Figure 1. Cell classes on the final placement (run 1).
The bar under the picture is 20 um long. Fill, decap, tap and diode cells in grey.
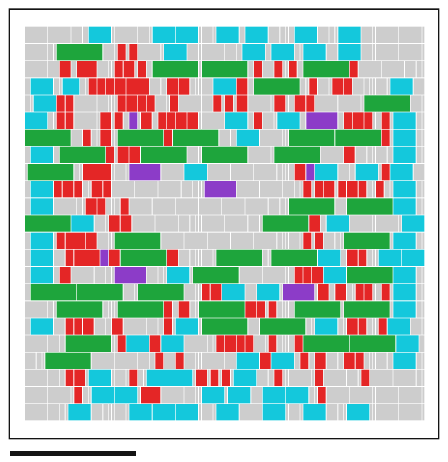
Figure 2. Wiring by layer (run 1).
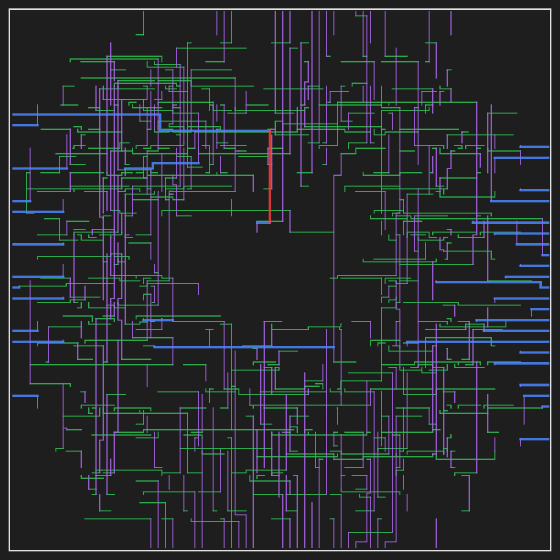
Figure 3. Placement view (run 1).
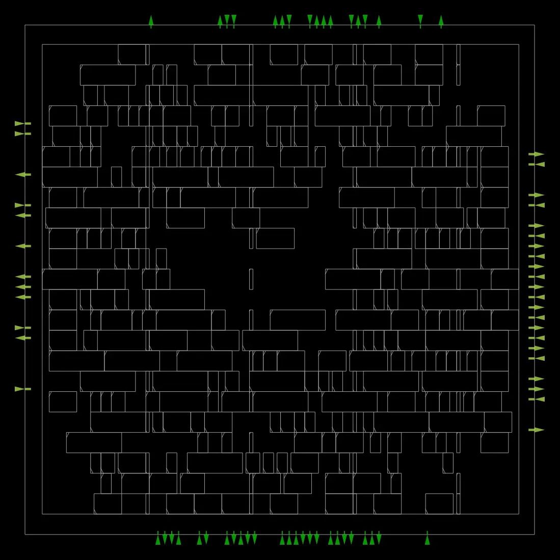
==> config.mk <==
export PLATFORM = sky130hd
export DESIGN_NAME = lc3_decode_stage
export DESIGN_NICKNAME = d
export VERILOG_FILES = /design/src/rtl/lc3_pkg.sv /design/src/rtl/lc3_decode_ctrl.sv /design/src/rtl/lc3_decode_stage.sv
export SDC_FILE = /design/constraint.sdc
export NUM_CORES = 1
export LEC_CHECK = 0
export ABC_AREA = 1
export CORE_MARGIN = 2
export CORE_UTILIZATION = 38
export DETAILED_ROUTE_END_ITERATION = 12
export PLACE_DENSITY = 0.76
export REMOVE_ABC_BUFFERS = 1
export SYNTH_ARGS = -nofsm -noshare
export SYNTH_HDL_FRONTEND = slang
export SYNTH_SLANG_ARGS = --single-unit
export TNS_END_PERCENT = 30
==> constraint.sdc <==
create_clock -name clock -period 1.7 [get_ports clock]
set_input_delay 0.34 -clock clock [delete_from_list [all_inputs] [get_ports clock]]
set_output_delay 0.34 -clock clock [all_outputs]
set_load 0.02 [all_outputs]
==> out/summary.rpt, run 1 <==
==========================================================================================
Run status                                                                    complete, no violations
CTS HTree Levels                                                                         2
Main logic family after synthesis                                             simple AND/OR/NAND/NOR gates
Fraction of power consumed by combinational cells                                    20.7%
Number of warnings the tools reported                                                   25
Count of buffers added by post-CTS timing repair for setup                               0
Total clock buffers created by CTS                                                       5
Mux share                                                                               0%
Max-Cap Viols                                                                            0
Worst-path cell with the longest stage delay                                  clkdlybuf4s50_1
Leakage power figure                                                              0.938 nW
Starting Density                                                                     39.0%
Number of cells in the yosys synthesis report                                          193
Clock Sink Count                                                                        41
Dominant logic cell type in the layout                                        clkdlybuf4s50_1
Hold-fix buffer count after cts                                                          0
Register cell area after layout                                                   821 um^2
Maximum number of buffers from clock root to sink                                        2
Routability cong.                                                                    0.795
Remaining antenna violation count                                                        0
Yosys aoi share                                                                      15.8%
Fraction of layout instances using a drive strength above 1                          6.39%
Worst path depth                                                                         1
Type of the tightest min-delay check                                            reg -> reg
Overall Power                                                                      2.07 mW
Synth Area in Simple Gates                                                           22.4%
Placement-stage cell area                                                     0.00229 mm^2
CP top delay family                                                           buffers and inverters
HPWL after DPL                                                                     2500 um
Post-layout period usage                                                             93.0%
Remaining global-route overflow                                                          0
Clock tree from TritonCTS                                                            built
Setup TNS Final                                                                       0 ns
Cells traversed along the worst timing path                                   clkdlybuf4s50_1
Via density per instance                                                              4.67
Type of origin of the critical path                                                   flop
Unrepaired setup endpoints after global routing                                         no
Layout area overhead                                                                 52.7%
DRT Pass-1 Iters                                                                         4
PortBufs                                                                                75
Post-synth area from yosys stat                                               0.00155 mm^2
Maximum vdd drop                                                                  0.611 mV
Final period demand of the worst path                                              1.58 ns
Worst-path maximum fanout                                                                2
Buffer type at the clock tree root                                                clkbuf_8
Pins Over Slew Limit                                                                     0
Internal Pwr Total                                                                 1.53 mW
Drt first-iter violations                                                              104
Total net switching power                                                         0.538 mW
Clock edge transition at the registers on the reported setup and hold paths        0.07 ns
Number of hold-slack violations in the final timing report                               0
Number of unique standard cell types used by synthesis                                  20
Max-Slew Margin vs Limit                                                             74.6%
Power density over the cells                                                   874 mW/mm^2
Number of synthesized register bits                                                     41
Resized Gates After CTS                                                                  0
Floorplan die area                                                            0.00461 mm^2
Number of antenna violations at the first check in global routing                        0
Global-route wire length before repair                                             5970 um
Count of buffering cells on the critical path with inverters included                    1
Antenna diode count                                                                      0
Vias in the first global route                                                        1374
Fmax                                                                             0.632 GHz
Critical Path Sink Type                                                         output pin
Residual DRC                                                                             0
Top library cells by usage in the layout, fill and taps aside                 75 x clkdlybuf4s50_1, 63 x nor2_1, 41 x dfxtp_1
Required @ worst endpoint                                                          1.36 ns
==========================================================================================
-- Figure 1 (at the start) --
Key: green = flip-flops [cells 41]; cyan = other buffers and delay cells [cells 77]; red = all other logic [cells 140]; purple = clock drivers and dummy loads [cells 8]
final core utilization: 59.6%
fraction of area in registers: 34.7%
finished layout cell area: 0.00237 mm^2
Core Box Area: 0.00397 mm^2
standard-cell rows: 23

-- Figure 2 (at the start) --
Key: blue = met3 [wire length 250 um]; green = met1 [wire length 1620 um]; purple = met2 [wire length 1790 um]; red = met4 [wire length 11.6 um]
overall fraction of global-route tracks in use: 17.3%
average wire length per cell after detail routing: 11.6 um

-- Figure 3 (at the start) --
Flops: 41
number of inserted filler cells in the final layout: 402

==> run 1: per-stage QoR <==
| stage | hold WS [ns] | utilization, % | setup WS [ns] | instances |
|---|---|---|---|---|
| floorplan | 0.402 | - | 0.883 | 181 |
| global placement | 0.452 | 57.6 | 0.168 | 308 |
| detailed placement | 0.453 | 57.6 | 0.112 | 308 |
| CTS | 0.470 | 59.6 | 0.0988 | 316 |
| global route | 0.492 | 59.6 | 0.0661 | 316 |
| finish | 0.466 | 59.6 | 0.118 | 316 |
==> run 1: Yosys cell counts, drive strengths merged <==
master,instances,area [um^2]
nand2,16,60.1
dfxtp,41,821
clkbuf,2,7.51
o21ai,35,175
a21oi,10,57.6
buf,10,96.4
inv,5,23.8
a211oi,1,12.5
nor2,64,248
nand3,7,40.0
clkinv,2,8.75
==> run 1: kinds of logic after synthesis <==
group                  Yosys count
buffers and inverters           19
flip-flops                      41
AND/OR/NAND/NOR                 87
AND-OR/OR-AND                   46
==> run 1: per-layer routing <==
metal | wire [um] | global-route usage, %
met4 | 11 | 7.50
met3 | 250 | 5.10
met2 | 1790 | 30.4
met1 | 1620 | 19.3
met5 | 0 | 0
==> run 1: power groups by stage <==
stage,Clock (mW),Combinational (mW),Sequential (mW)
3_5_place_dp,0,0.431,1.07
4_1_cts,0.606,0.434,1.05
5_1_grt,0.644,0.467,1.06
6_report,0.589,0.428,1.05
2_1_floorplan,0,0.0988,1.15
3_3_place_gp,0,0.425,1.07
==> run 1: layout make-up <==
type	instances	share of cell area, %
timing repair buffer	77	32.9
inverter	7	1.37
clock buffer	8	3.38
tap	50	2.64
sequential	41	34.7
multi-input combinational	133	25.1
==> run 1: worst min-delay path, stage by stage, from the launching register on <==
cell and delay, ns:
dfxtp_1 0.31, nand2_1 0.06, a21oi_1 0.05
Figure 4. Wire density map (run 1).
The die is cut into 14 by 14 equal tiles; black is low, pale yellow is high, scaled to the fullest tile. Values are wire area over tile area, all layers added.
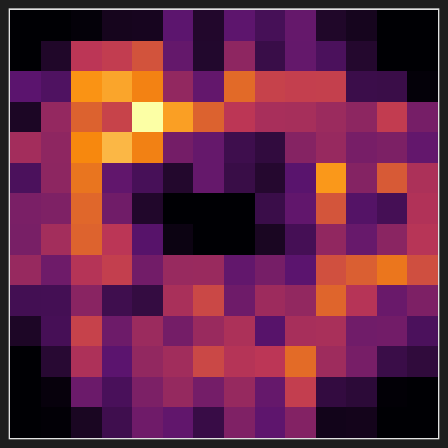

--- run 2 (diff from run 1) ---
PLACE_DENSITY = 0.84   (was 0.76)
SETUP_SLACK_MARGIN = 0.05   (was default)
TNS_END_PERCENT = 50   (was 30)
Figure 5. Wire density map (run 2).
The die is cut into 14 by 14 equal tiles; black is low, pale yellow is high, scaled to the fullest tile. Values are wire area over tile area, all layers added.
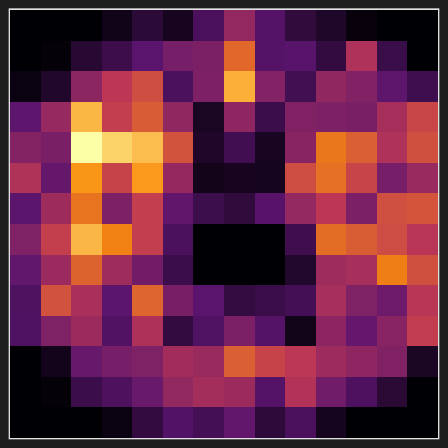
13% of the tiles are nearly empty. The mean over all tiles is 0.13. 20% of the tiles are over half the peak. The fullest tile reaches 0.43.
average wire length per cell after detail routing: 11.7 um
Total Wirelength: 3700 um
via count: 1489
overall fraction of global-route tracks in use: 16.8%

==> run 2 against run 1 <==
Flip-flop count is the same. Worst setup slack lost 0.019 ns. First-iteration DRC count shrank 32%. Non-clock buffer count grew 1. Combinational power is essentially flat. Via count grew 0.81%. Global-route usage shrank 0.47 points. Sequential power is essentially flat. Routed wire length grew 0.82%.
==> out/summary.rpt, run 2 <==
==========================================================================================
Resized Gates After CTS                                                                  0   unchanged
Floorplan die area                                                            0.00461 mm^2   unchanged
DRT Pass-1 Iters                                                                         4   unchanged
Number of antenna violations at the first check in global routing                        0   unchanged
PortBufs                                                                                75   unchanged
Post-synth area from yosys stat                                               0.00155 mm^2   unchanged
Fraction of registers with async set or reset after synthesis                           0%   unchanged
Worst-path maximum fanout                                                                2   unchanged
Drt first-iter violations                                                               71   -32%
Max-Cap Viols                                                                            0   unchanged
Most common flop cell mapped by yosys                                              dfxtp_1
Maximum number of buffers from clock root to sink                                        2   unchanged
Clock edge transition at the registers on the reported setup and hold paths        0.07 ns   about the same
Count of buffering cells on the critical path with inverters included                    1   unchanged
Residual DRC                                                                             0   unchanged
Routability cong.                                                                    0.733   -7.9%
Unrepaired setup endpoints after global routing                                         no
HPWL after DPL                                                                     2530 um   +1.4%
Worst path depth                                                                         1   unchanged
Fmax                                                                             0.625 GHz   -1.2%
Top cells by area, synth                                                      dfxtp_1 53%, nor2_1 15%, o21ai_0 8.7%
Starting Density                                                                     39.0%   unchanged
Number of cells in the yosys synthesis report                                          193   unchanged
Layout area overhead                                                                 51.7%
Post-layout period usage                                                             94.1%   +1.1 points
Required @ worst endpoint                                                          1.36 ns   about the same
Count of buffers added by post-CTS timing repair for setup                               0   unchanged
Most common cell in the netlist                                                     nor2_1
Remaining antenna violation count                                                        0   unchanged
Type of the tightest min-delay check                                             in -> reg
Global-route wire length before repair                                             5790 um   -3.0%
Run status                                                                    complete, no violations
Standard-cell rows                                                                      23   unchanged
CTS HTree Levels                                                                         2   unchanged
Type of origin of the critical path                                                   flop
Number of synthesized register bits                                                     41   unchanged
Critical Path Sink Type                                                         output pin
Clock tree from TritonCTS                                                            built
Top library cells by usage in the layout, fill and taps aside                 74 x clkdlybuf4s50_1, 63 x nor2_1, 41 x dfxtp_1
Antenna diode count                                                                      0   unchanged
Clock Sink Count                                                                        41   unchanged
Worst-path cell with the longest stage delay                                  clkdlybuf4s50_1
Number of warnings the tools reported                                                   25   unchanged
Number of inserted filler cells in the final layout                                    372   -7.5%
==========================================================================================
Figure 6. Placement view (run 2).
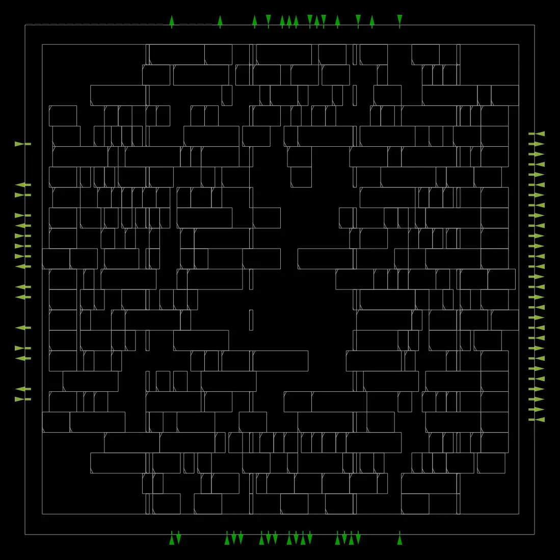
final core utilization: 59.2%
fraction of area in registers: 34.9%
final instance count without filler cells: 315

-- run 2: cell types whose count changed in the layout (fill, tap and decap cells not counted) --
cell	change
buf_12	-1
buf_2	+1
buf_4	+2
clkbuf_1	-3
clkdlybuf4s50_1	-1
clkinv_2	+1
-- run 2: worst reg2reg max path: cells and delay by family (launching register included) --
kind | cells | cell delay, ns
and+or+nand+nor | 1 | 0.06
DFF | 1 | 0.32
AOI/OAI and AO/OA | 1 | 0.17
-- run 2: area by class of cell --
type                    count  area (um^2)  area share (%)
clock buffers               5         68.8            2.93
clock inverters             1         5.00           0.213
inverters                   7         32.5            1.38
multi-input cells         133          593            25.2
flip-flops and latches     41          821            34.9
well taps                  50         62.6            2.66
repair buffers             78          768            32.7
-- run 2: layer usage --
layer  wire length, um  vias to the layer above  GRT usage [%]
met3               337                        7           4.11
met2              1640                       65           28.1
met1              1670                      654           20.5
met4                55                        0           7.50
li1                  -                      763              -
met5                 0                        -              0
-- run 2: through the flow --
stage / hold WS, ns / setup slack [ns] / power, mW / cell area (um^2)
floorplan: 0.402 / 0.883 / 1.25 / 1450
global placement: 0.453 / 0.160 / 1.49 / 2280
detailed placement: 0.462 / 0.133 / 1.50 / 2280
CTS: 0.449 / 0.0981 / 2.07 / 2350
global route: 0.491 / 0.0647 / 2.14 / 2350
finish: 0.461 / 0.0997 / 2.05 / 2350
-- run 2: cells by family (layout without fill, tap and decap cells) --
family	after synthesis	after routing	synth area share [%]
AND/OR/NAND/NOR	87	87	22.4
AND-OR/OR-AND	46	46	15.8
flip-flops	41	41	52.9
buffers and inverters	19	91	8.80
-- run 2: report_power, final --
| group | leakage [nW] | switching, mW | internal [mW] |
|---|---|---|---|
| clock network | 0.0399 | 0.306 | 0.270 |
| registers | 0.340 | 0.0296 | 1.02 |
| logic | 0.558 | 0.211 | 0.214 |
| total | 0.938 | 0.547 | 1.51 |
Power figures rest on the tool's default switching activity, not on a simulated workload.
